[config.mk]
export PLATFORM = sky130hd
export DESIGN_NAME = fpu_exception_pipe
export DESIGN_NICKNAME = d
export VERILOG_FILES = /design/src/rtl/fpu_exception_pipe.sv
export SDC_FILE = /design/constraint.sdc
export NUM_CORES = 1
export LEC_CHECK = 0
export CAP_MARGIN = 20
export CORE_UTILIZATION = 40
export DETAILED_ROUTE_END_ITERATION = 7
export PLACE_DENSITY = 0.94
export SYNTH_ARGS = -nofsm -noshare
export SYNTH_HDL_FRONTEND = slang
export SYNTH_SLANG_ARGS = --single-unit
[constraint.sdc]
create_clock -name clk -period 3.4 [get_ports clk]
set_clock_uncertainty 0.1 [all_clocks]
set_input_delay 1.02 -clock clk [delete_from_list [all_inputs] [get_ports clk]]
set_output_delay 1.02 -clock clk [all_outputs]
set_load 0.02 [all_outputs]
[src/rtl/fpu_exception_pipe.sv]
// Two-stage IEEE-754 result finaliser: selects the unit result, applies exception
// overrides (invalid, div-by-zero, overflow, underflow/FTZ) and accumulates sticky flags.
module fpu_exception_pipe #(
  parameter int unsigned BIT_WIDTH = 32
) (
  input  logic                 clk,
  input  logic                 rst,
  input  logic                 i_valid,
  output logic                 o_ready,
  input  logic [1:0]           i_operation,
  input  logic [BIT_WIDTH-1:0] i_inputA,
  input  logic [BIT_WIDTH-1:0] i_inputB,
  input  logic [BIT_WIDTH-1:0] i_add_out,
  input  logic [BIT_WIDTH-1:0] i_sub_out,
  input  logic [BIT_WIDTH-1:0] i_mul_out,
  input  logic [BIT_WIDTH-1:0] i_div_out,
  input  logic                 i_add_inexact,
  input  logic                 i_sub_inexact,
  input  logic                 i_mul_inexact,
  input  logic                 i_div_inexact,
  input  logic                 i_ftz,
  input  logic                 i_flag_clear,
  output logic                 o_valid,
  input  logic                 i_ready,
  output logic [BIT_WIDTH-1:0] o_output,
  output logic [4:0]           o_exception,
  output logic [4:0]           o_sticky
);

  localparam int unsigned EXP_WIDTH = (BIT_WIDTH == 64) ? 11 : 8;
  localparam int unsigned MAN_WIDTH = BIT_WIDTH - EXP_WIDTH - 1;

  localparam logic [1:0] OP_MUL = 2'b10;
  localparam logic [1:0] OP_DIV = 2'b11;

  localparam logic [BIT_WIDTH-1:0] QNAN =
    {1'b0, {EXP_WIDTH{1'b1}}, 1'b1, {(MAN_WIDTH-1){1'b0}}};

  // Returns {nan, inf, zero}.
  function automatic logic [2:0] classify(input logic [BIT_WIDTH-1:0] v);
    logic e_ones, e_zero, m_zero;
    e_ones = &v[BIT_WIDTH-2 -: EXP_WIDTH];
    e_zero = ~|v[BIT_WIDTH-2 -: EXP_WIDTH];
    m_zero = ~|v[MAN_WIDTH-1:0];
    return {e_ones & ~m_zero, e_ones & m_zero, e_zero & m_zero};
  endfunction

  function automatic logic [BIT_WIDTH-1:0] inf_of(input logic sign);
    return {sign, {EXP_WIDTH{1'b1}}, {MAN_WIDTH{1'b0}}};
  endfunction

  function automatic logic [BIT_WIDTH-1:0] zero_of(input logic sign);
    return {sign, {(BIT_WIDTH-1){1'b0}}};
  endfunction

  logic                 s1_valid;
  logic [1:0]           s1_op;
  logic                 s1_sign_a, s1_sign_b;
  logic [2:0]           s1_cls_a, s1_cls_b;
  logic [BIT_WIDTH-1:0] s1_r;
  logic                 s1_x;
  logic                 s1_ftz;

  logic                 s1_load, s2_load, out_fire;
  logic [BIT_WIDTH-1:0] sel_r;
  logic                 sel_x;
  logic [BIT_WIDTH-1:0] fin_out;
  logic [4:0]           fin_exc;

  assign s2_load  = !o_valid || i_ready;
  assign s1_load  = !s1_valid || s2_load;
  assign o_ready  = s1_load;
  assign out_fire = o_valid && i_ready;

  // Unit result / inexact selection by operation.
  always_comb begin
    sel_r = i_add_out;
    sel_x = i_add_inexact;
    unique case (i_operation)
      2'b00: begin sel_r = i_add_out; sel_x = i_add_inexact; end
      2'b01: begin sel_r = i_sub_out; sel_x = i_sub_inexact; end
      2'b10: begin sel_r = i_mul_out; sel_x = i_mul_inexact; end
      default: begin sel_r = i_div_out; sel_x = i_div_inexact; end
    endcase
  end

  always_ff @(posedge clk) begin
    if (rst) begin
      s1_valid  <= 1'b0;
      s1_op     <= '0;
      s1_sign_a <= 1'b0;
      s1_sign_b <= 1'b0;
      s1_cls_a  <= '0;
      s1_cls_b  <= '0;
      s1_r      <= '0;
      s1_x      <= 1'b0;
      s1_ftz    <= 1'b0;
    end else if (s1_load) begin
      s1_valid <= i_valid;
      if (i_valid) begin
        s1_op     <= i_operation;
        s1_sign_a <= i_inputA[BIT_WIDTH-1];
        s1_sign_b <= i_inputB[BIT_WIDTH-1];
        s1_cls_a  <= classify(i_inputA);
        s1_cls_b  <= classify(i_inputB);
        s1_r      <= sel_r;
        s1_x      <= sel_x;
        s1_ftz    <= i_ftz;
      end
    end
  end

  logic a_nan, a_inf, a_zero, b_nan, b_inf, b_zero;
  logic invalid, div_zero, any_inf;
  logic r_exp_ones, r_exp_zero, r_man_nz;

  assign {a_nan, a_inf, a_zero} = s1_cls_a;
  assign {b_nan, b_inf, b_zero} = s1_cls_b;

  assign invalid = a_nan || b_nan
                || (!s1_op[1] && a_inf && b_inf && (s1_sign_a ^ s1_sign_b ^ s1_op[0]))
                || (s1_op == OP_MUL && ((a_inf && b_zero) || (a_zero && b_inf)))
                || (s1_op == OP_DIV && ((a_zero && b_zero) || (a_inf && b_inf)));
  assign div_zero = (s1_op == OP_DIV) && !a_inf && !a_zero && b_zero;
  assign any_inf  = a_inf || b_inf;

  assign r_exp_ones = &s1_r[BIT_WIDTH-2 -: EXP_WIDTH];
  assign r_exp_zero = ~|s1_r[BIT_WIDTH-2 -: EXP_WIDTH];
  assign r_man_nz   = |s1_r[MAN_WIDTH-1:0];

  // Priority-ordered result override and flag generation.
  always_comb begin
    fin_out = s1_r;
    fin_exc = {4'b0000, s1_x};
    if (invalid) begin
      fin_out = QNAN;
      fin_exc = 5'b00010;
    end else if (div_zero) begin
      fin_out = inf_of(s1_sign_a ^ s1_sign_b);
      fin_exc = 5'b00100;
    end else if (any_inf) begin
      fin_exc = 5'b00000;
    end else if (r_exp_ones && s1_x) begin
      fin_out = inf_of(s1_r[BIT_WIDTH-1]);
      fin_exc = 5'b10001;
    end else if (r_exp_zero && s1_x) begin
      fin_out = s1_ftz ? zero_of(s1_r[BIT_WIDTH-1]) : s1_r;
      fin_exc = 5'b01001;
    end else if (s1_ftz && r_exp_zero && r_man_nz) begin
      fin_out = zero_of(s1_r[BIT_WIDTH-1]);
      fin_exc = 5'b01001;
    end
  end

  always_ff @(posedge clk) begin
    if (rst) begin
      o_valid     <= 1'b0;
      o_output    <= '0;
      o_exception <= '0;
    end else if (s2_load) begin
      o_valid <= s1_valid;
      if (s1_valid) begin
        o_output    <= fin_out;
        o_exception <= fin_exc;
      end
    end
  end

  // A clear coinciding with a handshake keeps only the new beat's flags.
  always_ff @(posedge clk) begin
    if (rst) begin
      o_sticky <= '0;
    end else if (out_fire) begin
      o_sticky <= i_flag_clear ? o_exception : (o_sticky | o_exception);
    end else if (i_flag_clear) begin
      o_sticky <= '0;
    end
  end

endmodule

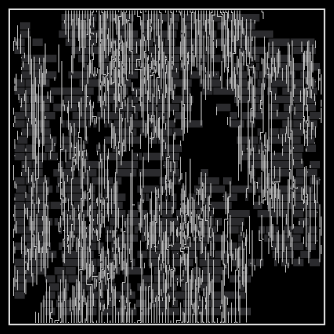
*Signal wires on met2, run 1*
(3 px per um) Cells faint in the background.
longest straight run: 39.8 um
nets with wire on the layer: 780
GR met2 Demand/Resource: 47.9%
vias: 4,446
routed wire length: 14,300 um

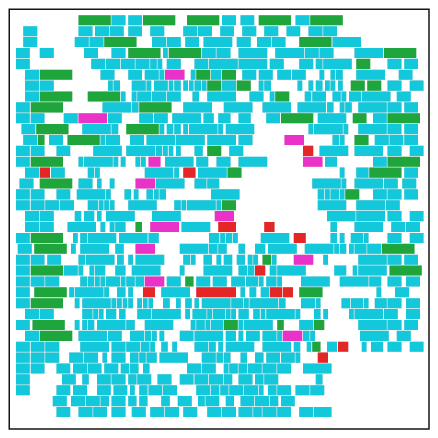
*Drive-strength map, run 1*
(4 px per um)
legend:
  drive 6 and up:
    color: magenta
    cells: 12
    share: 1.8%
    most_used: clkbuf_8
  drive 3 to 4:
    color: red
    cells: 13
    share: 1.9%
    most_used: buf_4
  drive 2:
    color: green
    cells: 56
    share: 8.2%
    most_used: mux4_2
  drive 1 or less:
    color: cyan
    cells: 598
    share: 88%
    most_used: clkdlybuf4s50_1
final instance area: 0.00698 sq mm
non-clock buffer count: 255
area grow syn2layout: 65.8%

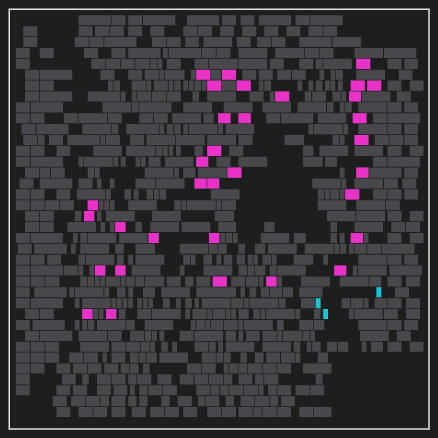
*Gate families picked out, run 1*
(4 px per um)
legend:
  inverters:
    color: cyan
    cells: 3
    most_used: inv_1
  AND-OR and OR-AND gates:
    color: magenta
    cells: 33
    most_used: a22o_2
multi-input combinational area share: 33.0%
dominant logic cell type in the layout: clkdlybuf4s50_1
Non-Filler Instances: 815

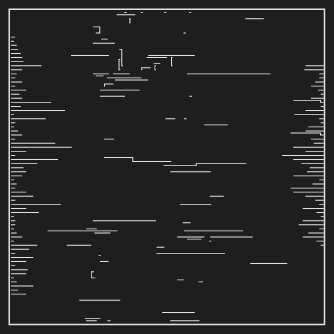
*Met3 routing, run 1*
(3 px per um)
longest straight run: 27.6 um
share of all routed wire: 6.8%
met3 Use GR: 5.12%

==> impl_metrics.yaml, run 1 <==
# physical design summary
drt:
  via_per_inst: 5.46
  top_layer_used: "met4"
  drc: 1
  m1WireLength_um: 5430
  drtPass1Iterations: 8
  wl_met3_um: 974
floorplan:
  die_area_sq_mm: 0.0109
  pin_count: 248
  fp.dieH_um: 105
logic_synthesis:
  synthAoiAreaFrac_pct: 16.2
  yosys.area_share.adder_pct: 0
  numSynthFlops: 88
  netlist_logic_family_top: "simple AND/OR/NAND/NOR gates"
  yosys_cells: 438
  netlist_area_sq_mm: 0.00421
  synthCells: 438
  yosysWarnings: 0
  ff_type: "dfxtp_1"
  async_flop_share_pct: 0
critical_path:
  ff2ff_setup_slack_ps: 1310
  cp_num_buf_inv: 2
  critPathArrivalTime_ps: 1870
  startpoint_type: "input pin"
hold_path:
  hold_path.class: "flop to flop"
  min_path_cells: 2
  whs_endpoint: "s1_r[17]"
power_and_ir_drop:
  p_leak_nw: 2.48
  seqPwrFrac_pct: 47.8
  power.density_mw_per_mm2: 336
  p_comb_uw: 564
  switching_share_pct: 27.3
  p_seq_mw: 1.12
  ir_drop_mv: 0.176
  p_comb_share_pct: 24.0
timing:
  finalCritPeriodShare_pct: 88.0
  max_freq_ghz: 0.334
  fin_setup_tns_ps: 0
final_layout:
  comb_cells: 317
  lay_top_cells: "244 x clkdlybuf4s50_1, 95 x nand2_1, 88 x dfxtp_1"
  fin_util_pct: 67.9
  inverters: 3
global_route:
  grt_util_all_layers_pct: 26.2
run_status:
  status: "finished with violations"
  violations: "design-rule violations"
placed_design:
  placed_cell_area_sq_mm: 0.00680
  place_inst: 799
  dp_worst_setup_slack_ps: 27.1
  port_buffers: 247
clock_network:
  clock-sinks: 88
==> run 1 -> run 2 <==
- clock period: 3.4 -> 3.6 ns (I/O delays scaled with it)
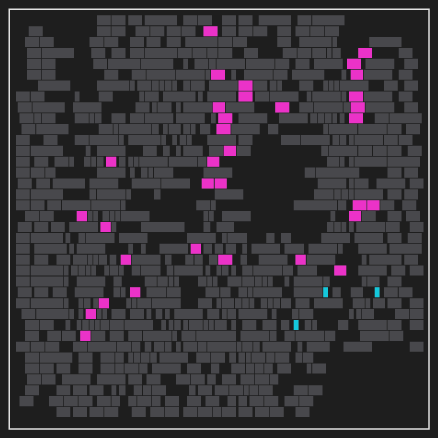
*Gate families picked out, run 2*
(4 px per um)
legend:
  inverters:
    color: cyan
    cells: 3
    most_used: inv_1
  AND-OR and OR-AND gates:
    color: magenta
    cells: 33
    most_used: a22o_2
Non-Filler Instances: 817
multi-input combinational area share: 32.7%

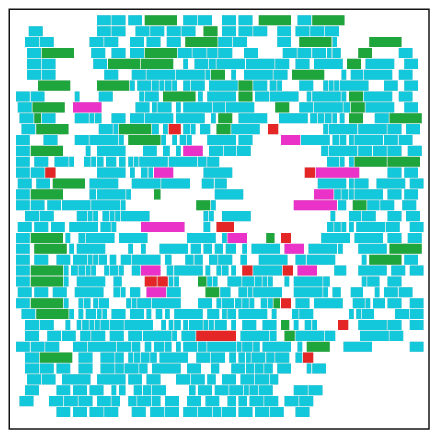
*Drive-strength map, run 2*
(4 px per um)
legend:
  drive 2:
    color: green
    cells: 56
    share: 8.2%
    most_used: mux4_2
  drive 1 or less:
    color: cyan
    cells: 598
    share: 88%
    most_used: clkdlybuf4s50_1
  drive 3 to 4:
    color: red
    cells: 14
    share: 2.1%
    most_used: buf_4
  drive 6 and up:
    color: magenta
    cells: 13
    share: 1.9%
    most_used: clkbuf_8
non-clock buffer count: 257
final instance area: 0.00704 sq mm

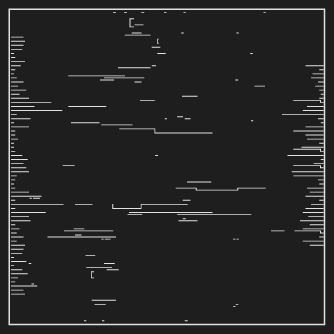
*Met3 routing, run 2*
(3 px per um)
wire length on this layer: 872 um
longest straight run: 27.6 um
nets with wire on the layer: 154
main direction: horizontal
routed wire length: 14,100 um
vias: 4,433
met3 Use GR: 5.43%

==> run 2 against run 1 <==
Effect of this change:
- the flow still finishes with violations (design-rule violations)
- die area did not move
- non-clock buffer count is 2 higher
- combinational power fell by 6.2%
- register-to-register slack better by 210 ps
- via count shrank 0.29%
- critical path depth did not move
- routed wire length down 1.2%
- clock-buffer cell count stayed put
- cell count increased by 0.25%
- first-iteration DRC count is 6.8% higher
- synthesized cell count unchanged
- critical path type unchanged
- critical endpoint unchanged
==> impl_metrics.yaml, run 2 <==
# physical design summary
run_status:
  status: "finished with violations"
  violations: "design-rule violations"
power_and_ir_drop:
  p_comb_uw: 529
  p_leak_nw: 2.52
  p_clk_uw: 813
  switching_share_pct: 24.4
  p_seq_mw: 1.06
  p_comb_share_pct: 22.0
  ir_drop_mv: 0.192
  p_clk_share_pct: 33.9
  seqPwrFrac_pct: 44.1
  power.density_mw_per_mm2: 341
logic_synthesis:
  synthCells: 438
  top_cell: "nand2_1"
  yosys_cells: 438
  netlist_area_sq_mm: 0.00421
  numSynthFlops: 88
  ff_type: "dfxtp_1"
  synthAoiAreaFrac_pct: 16.2
  edf_count: 0
  yosysSeqAreaShare_pct: 41.9
  top_area_share_pct: 41.9
  yosysWarnings: 0
  topCellsByArea: "dfxtp_1 42%, mux4_2 18%, nand2_1 8.6%"
  netlist_logic_family_top: "simple AND/OR/NAND/NOR gates"
  async_flop_share_pct: 0
  yosys.area_share.adder_pct: 0
flow_run:
  max_cap_violations: 0
  warnings: 26
floorplan:
  rows: 37
  die_area_sq_mm: 0.0109
  die_w_um: 105
  fp.dieH_um: 105
  pin_count: 248
final_layout:
  largest_class: "non-clock buffers"
  drive_gt1_share_pct: 12.2
  inverters: 3
  synthToLayoutAreaGrowth_pct: 67.3
  lay_top_count: "clkdlybuf4s50_1"
  flops: 88
  comb_cells: 317
  layout.area.comb_sq_mm: 0.00231
  fin_util_pct: 68.5
  lay_top_cells: "245 x clkdlybuf4s50_1, 95 x nand2_1, 88 x dfxtp_1"
  clock_buffers: 9
  buf_share_pct: 36.2
clock_network:
  root_buffer: "clkbuf_8"
  worstSkewPairLatency_ps: 340
  clock-sinks: 88
  path_clk_slew_ps: 90
  clk_path_buf_depth: 2
  cts_tree: "done"
drt:
  drt-wirelength-per-cell_um: 17.2
  drc: 1
  wl_met3_um: 872
  top_layer_used: "met4"
  drtPass1Iterations: 8
  via_per_inst: 5.43
  m1WireLength_um: 5400
placed_design:
  port_buffers: 247
  place_inst: 801
  placed_cell_area_sq_mm: 0.00680
  dp_hpwl_um: 11300
  dp_worst_setup_slack_ps: 96.1
timing:
  max_freq_ghz: 0.285
  timing.slew.headroom_pct: 56.7
  worst_slack_ps: 85.6
  finalCritPeriodShare_pct: 97.6
  fin_setup_tns_ps: 0
  finalSetupViolations: 0
critical_path:
  crit_top_cell: "clkdlybuf4s50_1"
  startpoint_type: "input pin"
  cp_num_buf_inv: 2
  ff2ff_setup_slack_ps: 1520
  cp.depth: 3
  r2r_start: "s1_r[5]"
  critPathArrivalTime_ps: 2330
  crit_family: "buffers and inverters"
hold_path:
  whs_endpoint: "o_output[31]"
  hold_path.class: "flop to flop"
  min_path_cells: 2
global_route:
  first_global_vias: 4708
  grt_max_degree: 52
  use_met2_pct: 46.8
  antenna_found_initial: 0
  grt_util_all_layers_pct: 26.4
Power and IR drop assume default switching activity.
